**Run 1: power grid**

Bar = 20 um. Pins as bars on the die edge. Tap cells in gray.
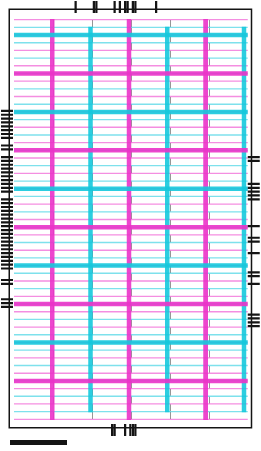
**Run 1: cell classes on the final placement**

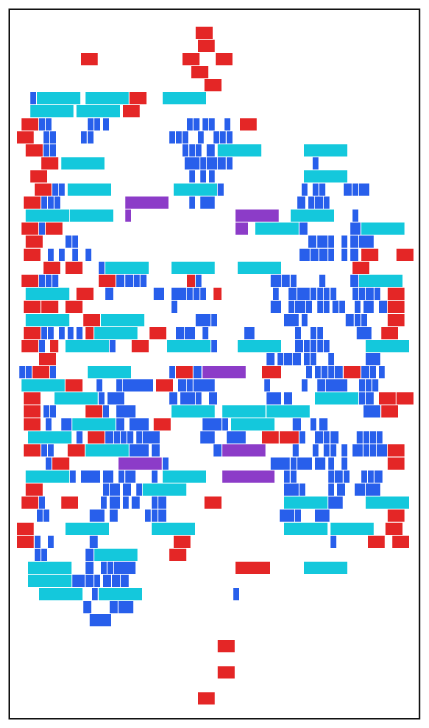
**Run 1: clock distribution**

Bar = 20 um.
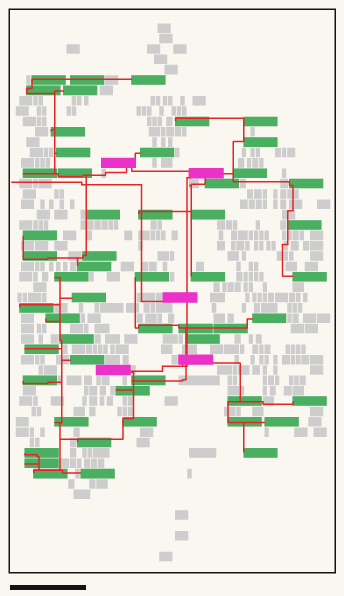
### src/rtl/program_sequencer.sv
// Program sequencer: fetches 16-bit words from a synchronous ROM and steps
// control_unit through one run/done handshake per instruction until HALT, stop or timeout.
module program_sequencer #(
  parameter int ADDR_W  = 8,
  parameter int TIMEOUT = 15
) (
  input  logic              clk,
  input  logic              reset,
  input  logic              start,
  input  logic [ADDR_W-1:0] start_addr,
  input  logic              stop,
  output logic              rom_en,
  output logic [ADDR_W-1:0] rom_addr,
  input  logic [15:0]       rom_data,
  output logic [15:0]       instruction,
  output logic              run,
  input  logic              done,
  output logic              busy,
  output logic              halted,
  output logic [1:0]        halt_cause,
  output logic [15:0]       instr_count,
  output logic [2:0]        dbg_state
);

  localparam int WAIT_W = $clog2(TIMEOUT + 1);

  localparam logic [1:0] CAUSE_NONE    = 2'b00;
  localparam logic [1:0] CAUSE_HALT    = 2'b01;
  localparam logic [1:0] CAUSE_STOP    = 2'b10;
  localparam logic [1:0] CAUSE_TIMEOUT = 2'b11;

  typedef enum logic [2:0] {
    S_IDLE   = 3'd0,
    S_FETCH  = 3'd1,
    S_LATCH  = 3'd2,
    S_EXEC   = 3'd3,
    S_RETIRE = 3'd4
  } state_t;

  state_t            state_q, state_d;
  logic [ADDR_W-1:0] pc_q, pc_d;
  logic [15:0]       instr_q, instr_d;
  logic [WAIT_W-1:0] wait_q, wait_d;
  logic              stop_pend_q, stop_pend_d;
  logic [1:0]        cause_q, cause_d;
  logic [15:0]       count_q, count_d;
  logic              rom_en_q, run_q, busy_q, halted_q;

  // Handshake: run is held high for the whole of EXEC and done is only looked at
  // while run is high; the cycle after done is seen, run is low again (RETIRE).
  always_comb begin
    state_d     = state_q;
    pc_d        = pc_q;
    instr_d     = instr_q;
    wait_d      = wait_q;
    cause_d     = cause_q;
    count_d     = count_q;
    stop_pend_d = stop_pend_q | (stop & (state_q != S_IDLE));
    case (state_q)
      S_IDLE: begin
        if (start) begin
          state_d     = S_FETCH;
          pc_d        = start_addr;
          count_d     = '0;
          cause_d     = CAUSE_NONE;
          stop_pend_d = 1'b0;
        end
      end
      S_FETCH: state_d = S_LATCH;
      S_LATCH: begin
        instr_d = rom_data;
        wait_d  = '0;
        if (rom_data[1:0] == 2'b11) begin
          state_d = S_IDLE;
          cause_d = CAUSE_HALT;
        end else begin
          state_d = S_EXEC;
        end
      end
      S_EXEC: begin
        if (done) begin
          state_d = S_RETIRE;
        end else if (wait_q == WAIT_W'(TIMEOUT - 1)) begin
          state_d = S_IDLE;
          cause_d = CAUSE_TIMEOUT;
        end else begin
          wait_d = wait_q + WAIT_W'(1);
        end
      end
      S_RETIRE: begin
        pc_d    = pc_q + ADDR_W'(1);
        count_d = (count_q == 16'hFFFF) ? count_q : count_q + 16'd1;
        if (stop_pend_q || stop) begin
          state_d = S_IDLE;
          cause_d = CAUSE_STOP;
        end else begin
          state_d = S_FETCH;
        end
      end
      default: state_d = S_IDLE;
    endcase
  end

  // Control outputs are registered from the next state so they line up with it.
  always_ff @(posedge clk or posedge reset) begin
    if (reset) begin
      state_q     <= S_IDLE;
      pc_q        <= '0;
      instr_q     <= '0;
      wait_q      <= '0;
      stop_pend_q <= 1'b0;
      cause_q     <= CAUSE_NONE;
      count_q     <= '0;
      rom_en_q    <= 1'b0;
      run_q       <= 1'b0;
      busy_q      <= 1'b0;
      halted_q    <= 1'b0;
    end else begin
      state_q     <= state_d;
      pc_q        <= pc_d;
      instr_q     <= instr_d;
      wait_q      <= wait_d;
      stop_pend_q <= stop_pend_d;
      cause_q     <= cause_d;
      count_q     <= count_d;
      rom_en_q    <= (state_d == S_FETCH);
      run_q       <= (state_d == S_EXEC);
      busy_q      <= (state_d != S_IDLE);
      halted_q    <= (state_q != S_IDLE) && (state_d == S_IDLE);
    end
  end

  assign rom_en      = rom_en_q;
  assign rom_addr    = pc_q;
  assign instruction = instr_q;
  assign run         = run_q;
  assign busy        = busy_q;
  assign halted      = halted_q;
  assign halt_cause  = cause_q;
  assign instr_count = count_q;
  assign dbg_state   = state_q;

endmodule

### config.mk
export PLATFORM = sky130hd
export DESIGN_NAME = program_sequencer
export DESIGN_NICKNAME = d
export VERILOG_FILES = /design/src/rtl/program_sequencer.sv
export SDC_FILE = /design/constraint.sdc
export NUM_CORES = 1
export LEC_CHECK = 0
export ABC_AREA = 1
export CORE_ASPECT_RATIO = 1.75
export CORE_UTILIZATION = 24
export CTS_CLUSTER_DIAMETER = 60
export DETAILED_ROUTE_END_ITERATION = 10
export GPL_TIMING_DRIVEN = 0
export SETUP_SLACK_MARGIN = 0.1
export SYNTH_ARGS = -nofsm -noshare
export SYNTH_HDL_FRONTEND = slang
export SYNTH_SLANG_ARGS = --single-unit
### constraint.sdc
create_clock -name clk -period 2.7 [get_ports clk]
set_input_delay 0.27 -clock clk [delete_from_list [all_inputs] [get_ports clk]]
set_output_delay 0.27 -clock clk [all_outputs]
set_load 0.02 [all_outputs]
==> notes.md, run 1 <==
yosys + openroad results -> r2r startpoint instr_count[0], Slew headroom 68.6%, status finished, final reports clean, Slowest cell on crit path clkdlybuf4s50_1, asr flop ratio synth 100%, Synth top cell by count nand2_1, fp util 24.8%, Final Setup Violations 0, Core Box Area 0.0117 mm2, Skew-Pair Late Insertion Delay 290 ps, Post-DP HPWL 6200 um, vias 2724, RSZ-0062 raised after global routing no, cell count after synthesis 370, DR WL met2 4270 um, Dominant cell area share 46.5%, yosys aoi share 7.58%, CTS Buf Count 5, Fill cells 1207, Critical Path AT 1500 ps, die height 148 um, Power Total 3.80 mW, clock skew 6.66 ps
-- 'power grid' (at the start) --
Magenta marks VSS. Cyan marks VDD.
53 met1 rails follow the rows. 135 tap cells. 10 straps on met5. 6 straps on met4. 78 signal pins sit on the boundary.

-- 'cell classes on the final placement' (at the start) --
Purple marks clock drivers and dummy loads, cells 8. Cyan marks sequential cells, cells 54. Blue marks combinational and other logic, cells 310. Red marks remaining buffers and delay cells, cells 84.

-- 'clock distribution' (at the start) --
Green marks flip-flops, count 54. Magenta marks clock drivers, count 5. Red marks clock wires, length 768 um.
There are 6 routed clock nets.

[run 1: stage by stage]
stage               setup WS (ps)  utilization (%)  cells
finish                        934             34.4    591
detailed placement            938             33.0    583
global route                  720             34.4    591
global placement             -137             32.8    582
floorplan                    1090                -    370
CTS                           929             34.4    591
[run 1: kinds of logic after synthesis]
family	count (synthesis)
XOR/XNOR	7
buffers and inverters	48
AND/OR/NAND/NOR	224
AND-OR/OR-AND	33
flip-flops	54
adder cells (fa/ha/maj)	4
[run 1: area by class of cell]
class                   instances  area [um2]  area share (%)
multi-input cells             268        1350            33.5
flip-flops and latches         54        1350            33.5
repair buffers                 78         791            19.6
well taps                     135         169            4.19
inverters                      42         160            3.97
clock buffers                   6         129            3.20
plain buffers                   6        42.5            1.05
clock inverters                 2        37.5           0.931
**Run 1: metal layers overlaid**

Bar = 20 um. Two of the layers only.
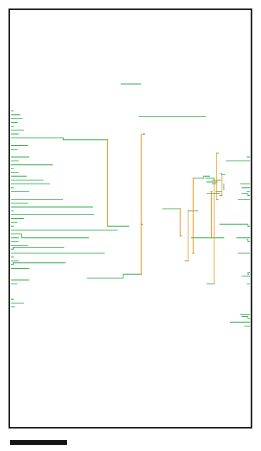

==> run 2: changes to the inputs <==
Clock period 2.7 ns to 1.8 ns, I/O delays scaled along.
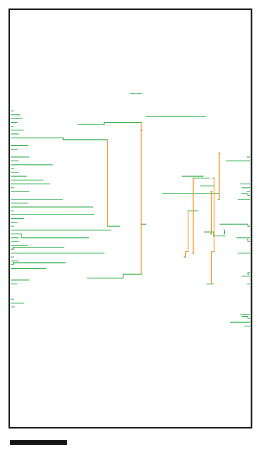
**Above:** run 2 (metal layers overlaid).
Bar = 20 um. Two of the layers only.
Green marks metal 3, wire length 585 um. Orange marks metal 4, wire length 198 um.

==> notes.md, run 2 <==
yosys + openroad results -> status finished, final reports clean, Post-DP HPWL 6200 um (unchanged), Clock Power Share 19.3%, Power Total 5.74 mW (+51%), CTS Buf Count 5 (unchanged), area post-placement 0.00387 mm2, Skew-Pair Late Insertion Delay 300 ps (about the same), final count of hold timing violations 0, Slew headroom 68.3% (-0.30 points), startpoint type of the worst setup path register, Crit path max-delay family buffers and inverters, DR WL met2 4350 um (+1.7%), Setup WS pre-CTS 57.9 ps (-881 ps), r2r startpoint dbg_state[2], vias 2718 (-0.22%), dpl cells 583 (unchanged), MI comb area 0.00137 mm2 (+0.92%), final worst slack 166 ps (-768 ps), Core Box Area 0.0117 mm2 (unchanged), fp util 24.8% (unchanged), Fill cells 1203 (-0.33%), fin cells 593 (+0.34%), Total Routing Usage GR 13.3%, Final Setup Violations 0 (unchanged), Post-Route Utilization 34.7% (+0.30 points), cell count after synthesis 370 (unchanged), OpenROAD warning count 28, Critical Path AT 1450 ps (-50 ps), die height 148 um (unchanged), Slowest cell on crit path clkdlybuf4s50_1, FF/Latch Area 0.00136 mm2 (+0.37%), Worst path depth 1, Synth top cell by count nand2_1, Dominant cell area share 46.5% (unchanged), RSZ-0062 raised after global routing yes, Worst Path Required 1620 ps, Clk power 1.11 mW, asr flop ratio synth 100% (unchanged), antenna-violating nets left 0, clock skew 7.34 ps (+0.684 ps)
## run 2: cells by family (layout without fill, tap and decap cells)
logic type | Yosys count | in the layout | share of synthesized area, %
simple gates | 224 | 224 | 35.1
buf+inv | 48 | 136 | 6.97
flops | 54 | 54 | 46.5
xor+xnor | 7 | 7 | 2.11
fa+ha+maj | 4 | 4 | 1.72
compound gates | 33 | 33 | 7.58
## run 2: layout make-up
cell class / count / area share [%]
sequential: 54 / 33.3
clock inverter: 2 / 0.923
clock buffer: 6 / 3.17
timing repair buffer: 80 / 19.9
buffer: 6 / 1.05
inverter: 42 / 3.94
multi-input combinational: 268 / 33.6
tap: 135 / 4.15
## run 2: what timing repair did
action,4_1_cts,5_1_grt
setup buffers,0,2
gates resized,2,5
pin swaps,0,1
endpoints found under the setup margin,8,9
**Run 2: clock distribution**

Bar = 20 um.
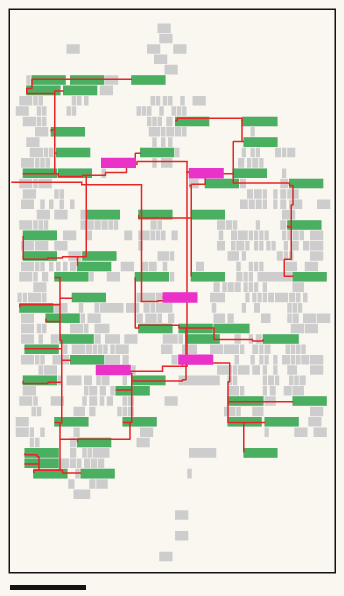

==> run 3: changes to the inputs <==
Settings changed: SLEW_MARGIN from default to 20.
Clock period 1.8 ns to 1.4 ns, I/O delays scaled along.
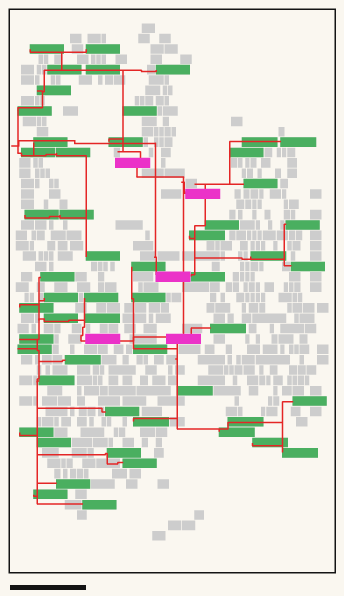
**Above:** run 3 (clock distribution).
Bar = 20 um.
Magenta marks clock drivers, count 5. Red marks clock wires, length 781 um. Green marks flip-flops, count 54.
There are 6 routed clock nets.
Clk power: 1.29 mW
Skew-Pair Late Insertion Delay: 300 ps

==> notes.md, run 3 <==
yosys + openroad results -> final worst slack -77.2 ps (-244 ps), final count of hold timing violations 0 (unchanged), Post-DP HPWL 6220 um (+0.20%), area post-placement 0.00393 mm2 (+1.7%), startpoint type of the worst setup path register, failing checks setup timing, DR WL met2 5180 um (+19%), OpenROAD warning count 30 (+7.1%), # Taps 135 (unchanged), Dominant cell area share 46.5% (unchanged), buffers outside the clock class 131 (+52%), Core Box Area 0.0117 mm2 (unchanged), status finished with violations, Fill cells 1166 (-3.1%), clock skew 13.9 ps (+6.56 ps), Critical Path AT 1660 ps (+210 ps), largest class logic gates, antenna-violating nets left 0 (unchanged), fin cells 639 (+7.8%), Slowest cell on crit path dfrtp_2, sequential cell area share 28.1% (-5.3 points), Synth top cell by count nand2_1, combinational share of cell area 35.4% (+1.8 points), Combinational Gates 268 (unchanged), Worst path depth 8 (+7), Power Total 8.52 mW (+48%), Total Routing Usage GR 14.5% (+1.2 points), Non-clk invs 43 (+2.4%), Layout non-clock buf frac 25.9% (+5.0 points), fp util 24.8% (unchanged), clk cell area share 3.03% (-1.1 points), Final Setup Violations 22 (+22), number of sequential cells 54 (unchanged)
run 3: cell counts after synthesis:
No cell type changed its count.
run 3: cell families (layout without fill, tap and decap cells):
group / Yosys count / count (layout) / synth area share, %
AOI/OAI and AO/OA: 33 / 33 / 7.58
xor gates and xnor gates: 7 / 7 / 2.11
buffers and inverters: 48 / 182 / 6.97
DFF: 54 / 54 / 46.5
adders and majority gates: 4 / 4 / 1.72
and+or+nand+nor: 224 / 224 / 35.1
run 3: repair_timing:
action                     CTS  global route
gates resized              130            55
setup endpoints to repair   93            55
setup buffers               30            13
gates cloned                 4             1
pin swaps                   24            36
run 3: report_power, final:
part	switching [mW]	internal [mW]	leakage, nW
Sequential	0.388	2.07	0.677
Clock	0.618	0.675	0.0746
Combinational	2.66	2.11	1.60
Total	3.67	4.85	2.35

==> gallery <==
Clock routing.
Plate I
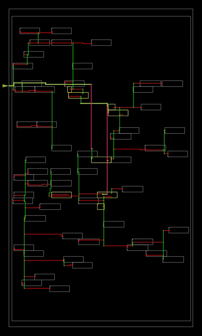
Plate II
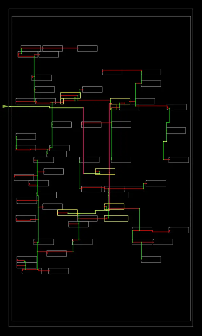
| from | picture |
|---|---|
| run 3 | Plate I |
| run 1 | Plate II |

Power and IR drop assume default switching activity.
